### Local utilization, run 1

Drawn at 6 px/um. The die is cut into 11 by 11 equal tiles; white is low, dark blue is high, 0 to 100% covered.
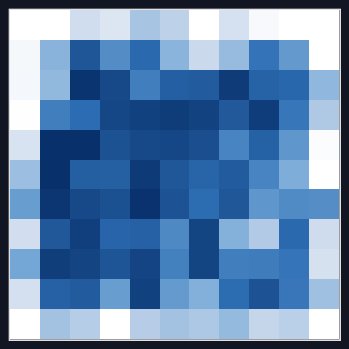
### Met3 routing, run 1

Drawn at 8 px/um.
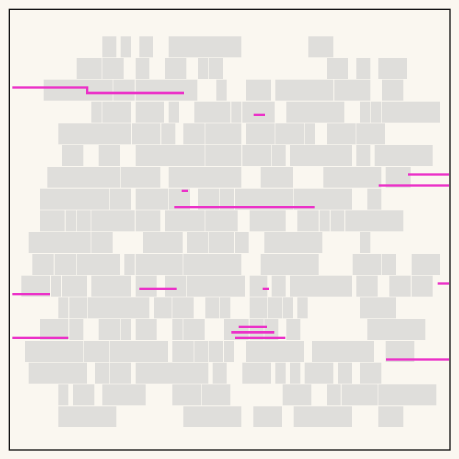
### Clock wires, drivers and flops, run 1

Drawn at 6 px/um.
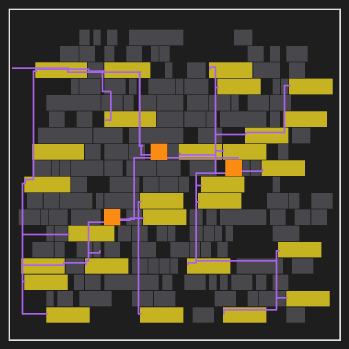
### src/rtl/filter_scheduler.sv
// -----------------------------------------------------------------------------
// filter_scheduler
//
// Time-multiplexed glitch filter for N_CH slow digital inputs. A free-running
// prescaler produces a sample tick every PRESCALE cycles. On a tick the inputs
// are snapshotted, then one channel per cycle is pushed through a 3-deep
// history and a JK output stage:
//   - three consecutive ones set the output;
//   - three consecutive zeros clear it;
//   - anything else holds it.
//
// Parameters
//   N_CH      number of channels (2..8)
//   PRESCALE  clock cycles per sample tick (>= N_CH+2 for drop-free scans)
//
// Ports
//   clock      in   rising-edge system clock
//   reset      in   synchronous, active-low reset
//   sig_in     in   [N_CH] raw channel inputs
//   sig_out    out  [N_CH] filtered channel outputs (registered)
//   chan       out  [3]    channel being processed, valid while busy
//   busy       out         high during SCAN and DONE
//   scan_done  out         one-cycle pulse in the DONE state
//   overrun    out         sticky: a tick arrived while busy (cleared by reset)
//
// Optional feature, enabled by defining FILTER_SCHED_IRQ_EN:
//   irq        out         set in DONE when any sig_out bit changed during the scan
//   irq_ack    in          clears irq on the following cycle (a set wins)
// -----------------------------------------------------------------------------
module filter_scheduler #(
  parameter int N_CH     = 4,
  parameter int PRESCALE = 8
) (
  input  logic            clock,
  input  logic            reset,
  input  logic [N_CH-1:0] sig_in,
  output logic [N_CH-1:0] sig_out,
  output logic [2:0]      chan,
  output logic            busy,
  output logic            scan_done,
  output logic            overrun
`ifdef FILTER_SCHED_IRQ_EN
  ,
  output logic            irq,
  input  logic            irq_ack
`endif
);

  localparam int               CNT_W     = (PRESCALE > 1) ? $clog2(PRESCALE) : 1;
  localparam logic [CNT_W-1:0] CNT_MAX   = CNT_W'(PRESCALE - 1);
  localparam logic [CNT_W-1:0] CNT_ZERO  = {CNT_W{1'b0}};
  localparam logic [CNT_W-1:0] CNT_ONE   = CNT_W'(1);
  localparam logic [2:0]       CHAN_LAST = 3'(N_CH - 1);

  typedef enum logic [1:0] {
    ST_IDLE = 2'd0,
    ST_SCAN = 2'd1,
    ST_DONE = 2'd2
  } state_t;

  state_t                 state_r;
  logic [CNT_W-1:0]       cnt_r;
  logic [N_CH-1:0]        snap_r;
  logic [N_CH-1:0][2:0]   hist_r;
  logic [N_CH-1:0]        sig_out_r;
  logic [2:0]             chan_r;
  logic                   busy_r;
  logic                   scan_done_r;
  logic                   overrun_r;

  logic                   tick_s;
  logic                   last_s;
  logic [N_CH-1:0][2:0]   h_s;
  logic [N_CH-1:0]        next_out_s;
  logic [N_CH-1:0]        sel_s;

`ifdef FILTER_SCHED_IRQ_EN
  logic                   irq_r;
  logic                   chg_r;
  logic                   change_s;
`endif

  // JK output stage: all-ones history sets, all-zeros history clears, else hold.
  function automatic logic jk_next(input logic [2:0] h, input logic q);
    logic j;
    logic k;
    j = &h;
    k = ~|h;
    if (j) begin
      return 1'b1;
    end else if (k) begin
      return 1'b0;
    end else begin
      return q;
    end
  endfunction

  // Tick decode and last-channel decode.
  always_comb begin
    tick_s = (cnt_r == CNT_MAX);
    last_s = (chan_r == CHAN_LAST);
  end

  // Per-channel history shift and next output. Only the channel under the scan
  // pointer is enabled, so every other channel holds its state.
  always_comb begin
    h_s        = {N_CH{3'b000}};
    next_out_s = {N_CH{1'b0}};
    sel_s      = {N_CH{1'b0}};
    for (int c = 0; c < N_CH; c++) begin
      h_s[c]        = {snap_r[c], hist_r[c][2:1]};
      next_out_s[c] = jk_next(h_s[c], sig_out_r[c]);
      sel_s[c]      = (state_r == ST_SCAN) && (chan_r == 3'(c));
    end
  end

`ifdef FILTER_SCHED_IRQ_EN
  // Output change caused by the channel processed this cycle.
  always_comb begin
    change_s = |(sel_s & (next_out_s ^ sig_out_r));
  end
`endif

  // Prescaler, scan FSM, per-channel filter state and status flags.
  always_ff @(posedge clock) begin
    if (!reset) begin
      cnt_r       <= CNT_ZERO;
      state_r     <= ST_IDLE;
      snap_r      <= {N_CH{1'b0}};
      hist_r      <= {N_CH{3'b000}};
      sig_out_r   <= {N_CH{1'b0}};
      chan_r      <= 3'd0;
      busy_r      <= 1'b0;
      scan_done_r <= 1'b0;
      overrun_r   <= 1'b0;
`ifdef FILTER_SCHED_IRQ_EN
      irq_r       <= 1'b0;
      chg_r       <= 1'b0;
`endif
    end else begin
      if (tick_s) begin
        cnt_r <= CNT_ZERO;
      end else begin
        cnt_r <= cnt_r + CNT_ONE;
      end

      scan_done_r <= 1'b0;

`ifdef FILTER_SCHED_IRQ_EN
      // Ack clears first so that a set later in this block takes priority.
      if (irq_ack) begin
        irq_r <= 1'b0;
      end
`endif

      case (state_r)
        ST_IDLE: begin
          if (tick_s) begin
            snap_r  <= sig_in;
            chan_r  <= 3'd0;
            busy_r  <= 1'b1;
            state_r <= ST_SCAN;
`ifdef FILTER_SCHED_IRQ_EN
            chg_r   <= 1'b0;
`endif
          end
        end
        ST_SCAN: begin
          // Ticks during a scan are dropped, never queued.
          if (tick_s) begin
            overrun_r <= 1'b1;
          end
`ifdef FILTER_SCHED_IRQ_EN
          chg_r <= chg_r | change_s;
`endif
          if (last_s) begin
            // chan stays on the last channel: no wrap back to 0.
            state_r     <= ST_DONE;
            scan_done_r <= 1'b1;
`ifdef FILTER_SCHED_IRQ_EN
            if (chg_r || change_s) begin
              irq_r <= 1'b1;
            end
`endif
          end else begin
            chan_r <= chan_r + 3'd1;
          end
        end
        ST_DONE: begin
          if (tick_s) begin
            overrun_r <= 1'b1;
          end
          busy_r  <= 1'b0;
          state_r <= ST_IDLE;
        end
        default: begin
          busy_r  <= 1'b0;
          state_r <= ST_IDLE;
        end
      endcase

      for (int c = 0; c < N_CH; c++) begin
        if (sel_s[c]) begin
          hist_r[c]    <= h_s[c];
          sig_out_r[c] <= next_out_s[c];
        end
      end
    end
  end

  assign sig_out   = sig_out_r;
  assign chan      = chan_r;
  assign busy      = busy_r;
  assign scan_done = scan_done_r;
  assign overrun   = overrun_r;
`ifdef FILTER_SCHED_IRQ_EN
  assign irq       = irq_r;
`endif

endmodule

### config.mk
export PLATFORM = sky130hd
export DESIGN_NAME = filter_scheduler
export DESIGN_NICKNAME = d
export VERILOG_FILES = /design/src/rtl/filter_scheduler.sv
export SDC_FILE = /design/constraint.sdc
export NUM_CORES = 1
export LEC_CHECK = 0
export CAP_MARGIN = 20
export CORE_UTILIZATION = 45
export DETAILED_ROUTE_END_ITERATION = 8
export PLACE_DENSITY = 0.7
export SYNTH_ARGS = -nofsm -noshare
export SYNTH_HDL_FRONTEND = slang
export SYNTH_SLANG_ARGS = --single-unit
### constraint.sdc
create_clock -name clock -period 1.3 [get_ports clock]
set_clock_uncertainty 0.1 [all_clocks]
set_input_delay 0.13 -clock clock [delete_from_list [all_inputs] [get_ports clock]]
set_output_delay 0.13 -clock clock [all_outputs]
set_load 0.02 [all_outputs]
==> flow_summary.yaml, run 1 <==
# flow metrics
critical_path:
  r2r-start: "chan[1]"
  crit_required_ns: 1.46
  cp-startpoint: "chan[1]"
  crit_path_end_kind: "flop"
  ff2ff_setup_slack_ns: -0.13
pwr:
  power_leader: "sequential cells"
  pwr-share-seq_pct: 65.5
  totalPowerFinal_mw: 1.28
  power.density_nw_per_um2: 711
grt:
  top_usage_layer: "met2"
  globalRouteOverflowTotal: 0
  use_met1_pct: 23.5
synthesis:
  netlist.area_leader.share_pct: 42.9
  synth_cells: 132
  synth.lib_cells_used.distinct: 24
  ys_cells: 132
  synthTopCellsByArea: "dfxtp_1, ha_1, mux2i_1"
  ys_sh_simple_pct: 19.0
layout:
  diodes: 0
  bufAreaShareNonClock_pct: 18.1
  final_cell_mix: "buf_4, dfxtp_1, nor2_1"
placed_design:
  gp_congestion: 0.776
  hpwl_um: 2010
routing:
  drcViolationCount: 0
  drt-initial-drc-count: 20
  wl_met1_um: 1220
  wl_met2_um: 1490
run_status:
  violations: "negative setup slack"
  status: "finished, violations left"
timing:
  layout_setup_ws_ns: -0.125
  setup-violations-final: 14
clock_network:
  cts_tree: "built"
min_path:
  min_path_type: "input port to flop"
About 'Local utilization':
- mean over tiles: 58%
- fullest tile: 100%
- densest ninth of the die: center
fp util: 49.1%
Final Core Density: 69.9%

About 'Met3 routing':
- longest straight run: 17.2 um
- main direction: horizontal
- nets with wire on the layer: 12
DR vias: 1058
met3 Use GR: 4.92%
DRT Wirelength: 2850 um

About 'Clock wires, drivers and flops':
- flip-flops: yellow (count 27)
- clock wires: purple (length 310 um)
- cells driving clock nets: orange (count 3)
- flops lie: spread over the die
- routed clock nets: 4
Clk pwr share: 28.9%
clk ins delay skew pair: 0.32 ns
Clock Power: 369 uW

run 1: per-stage QoR:
step           hold slack (ns)  instance area, um^2  setup TNS (ns)  worst slack (ns)  instances
4_1_cts                  0.249                 1760          -0.828            -0.117        198
6_report                 0.250                 1800          -0.866            -0.125        199
2_1_floorplan            0.177                 1360          -0.445           -0.0759        132
5_1_grt                  0.251                 1800           -1.79            -0.162        199
3_3_place_gp             0.313                 1660           -1.38            -0.133        193
3_5_place_dp             0.339                 1660           -2.62            -0.235        193
run 1: registers in the layout, indices dropped and copies added (netlist names):
name       cells
busy           1
chan           3
cnt_r          3
h_s            8
overrun        1
scan_done      1
sig_out        4
snap_r         4
state_r        2
### Signal wires on met1, run 1

Drawn at 4 px/um. Supply wires on this layer in gray.
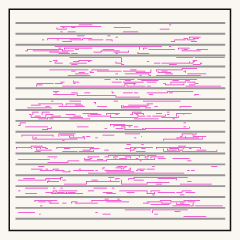

==> inputs of run 2 (changes only) <==
Settings changed: CORE_UTILIZATION 45 to 40, CTS_BUF_LIST from default to sky130_fd_sc_hd__clkbuf_4 sky130_fd_sc_hd__clkbuf_8 sky130_fd_sc_hd__clkbuf_16, PLACE_DENSITY 0.7 to default, SLEW_MARGIN from default to 10.
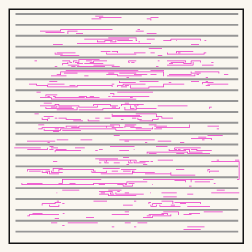
*Signal wires on met1, run 2*
Drawn at 4 px/um. Supply wires on this layer in gray.
- nets with wire on the layer: 170
- main direction: horizontal
- longest straight run: 25.8 um
- wire length on this layer: 1180 um
- share of all routed wire: 48%

==> run 2 against run 1 <==
Compared with the run above: count of clock-buffer cells in the layout decreased by 1; core utilization decreased by 12 points; the run still ends with negative setup slack left; first-iteration DRC count increased by 45%; die area increased by 12%; critical path depth unchanged; worst setup slack improved by 0.0043 ns; final cell count increased by 6.0%; hold slack improved by 0.0020 ns; clock power increased by 2%; highest routed layer unchanged.
==> flow_summary.yaml, run 2 <==
# flow metrics
run_status:
  status: "finished, violations left"
  violations: "negative setup slack"
synthesis:
  synth_cells: 132
  ys_cells: 132
  ys_sh_simple_pct: 19.0
  netlist.area_leader.share_pct: 42.9
critical_path:
  crit_path_end_kind: "flop"
layout:
  largest_register_ffs: 8
  finalNonFillerCells: 211
  final_cell_mix: "buf_4, dfxtp_1, nor2_1, nand2_1, mux2i_1"
clock_network:
  cts_tree: "built"
floorplanning:
  core_util_floorplan_pct: 41.6
pwr:
  power.density_nw_per_um2: 725
  totalPowerFinal_mw: 1.28
routing:
  totalWireLength_um: 2480
  drcViolationCount: 0
timing:
  timing.hold.ws_ns: 0.252
  setup-violations-final: 18
  layout_setup_ws_ns: -0.121
placed_design:
  hpwl_um: 1870
min_path:
  min_path_type: "input port to flop"
[run 2: routing by layer]
metal | part of all wire (%) | global-route usage (%) | vias to the layer above
met5 | 0 | 0 | -
met4 | 1.7 | 7.14 | 0
met3 | 2.1 | 3.35 | 5
met2 | 49 | 29.1 | 10
met1 | 48 | 19.4 | 464
li1 | - | - | 528
[run 2: power by group]
part | leakage [nW] | switching [mW] | internal [mW] | total, mW
clock | 0.0183 | 0.255 | 0.120 | 0.376
combinational | 0.396 | 0.0315 | 0.0394 | 0.0709
sequential | 0.222 | 0.00538 | 0.831 | 0.836
[run 2: final timing paths]
check,from,end,depth (start not counted)
hold / removal,sig_in[1],snap_r[1],3
setup reg to reg,chan[1],chan[2],5
setup / recovery,chan[1],chan[2],5
hold reg to reg,cnt_r[0],cnt_r[0],1
Power and IR drop assume default switching activity.
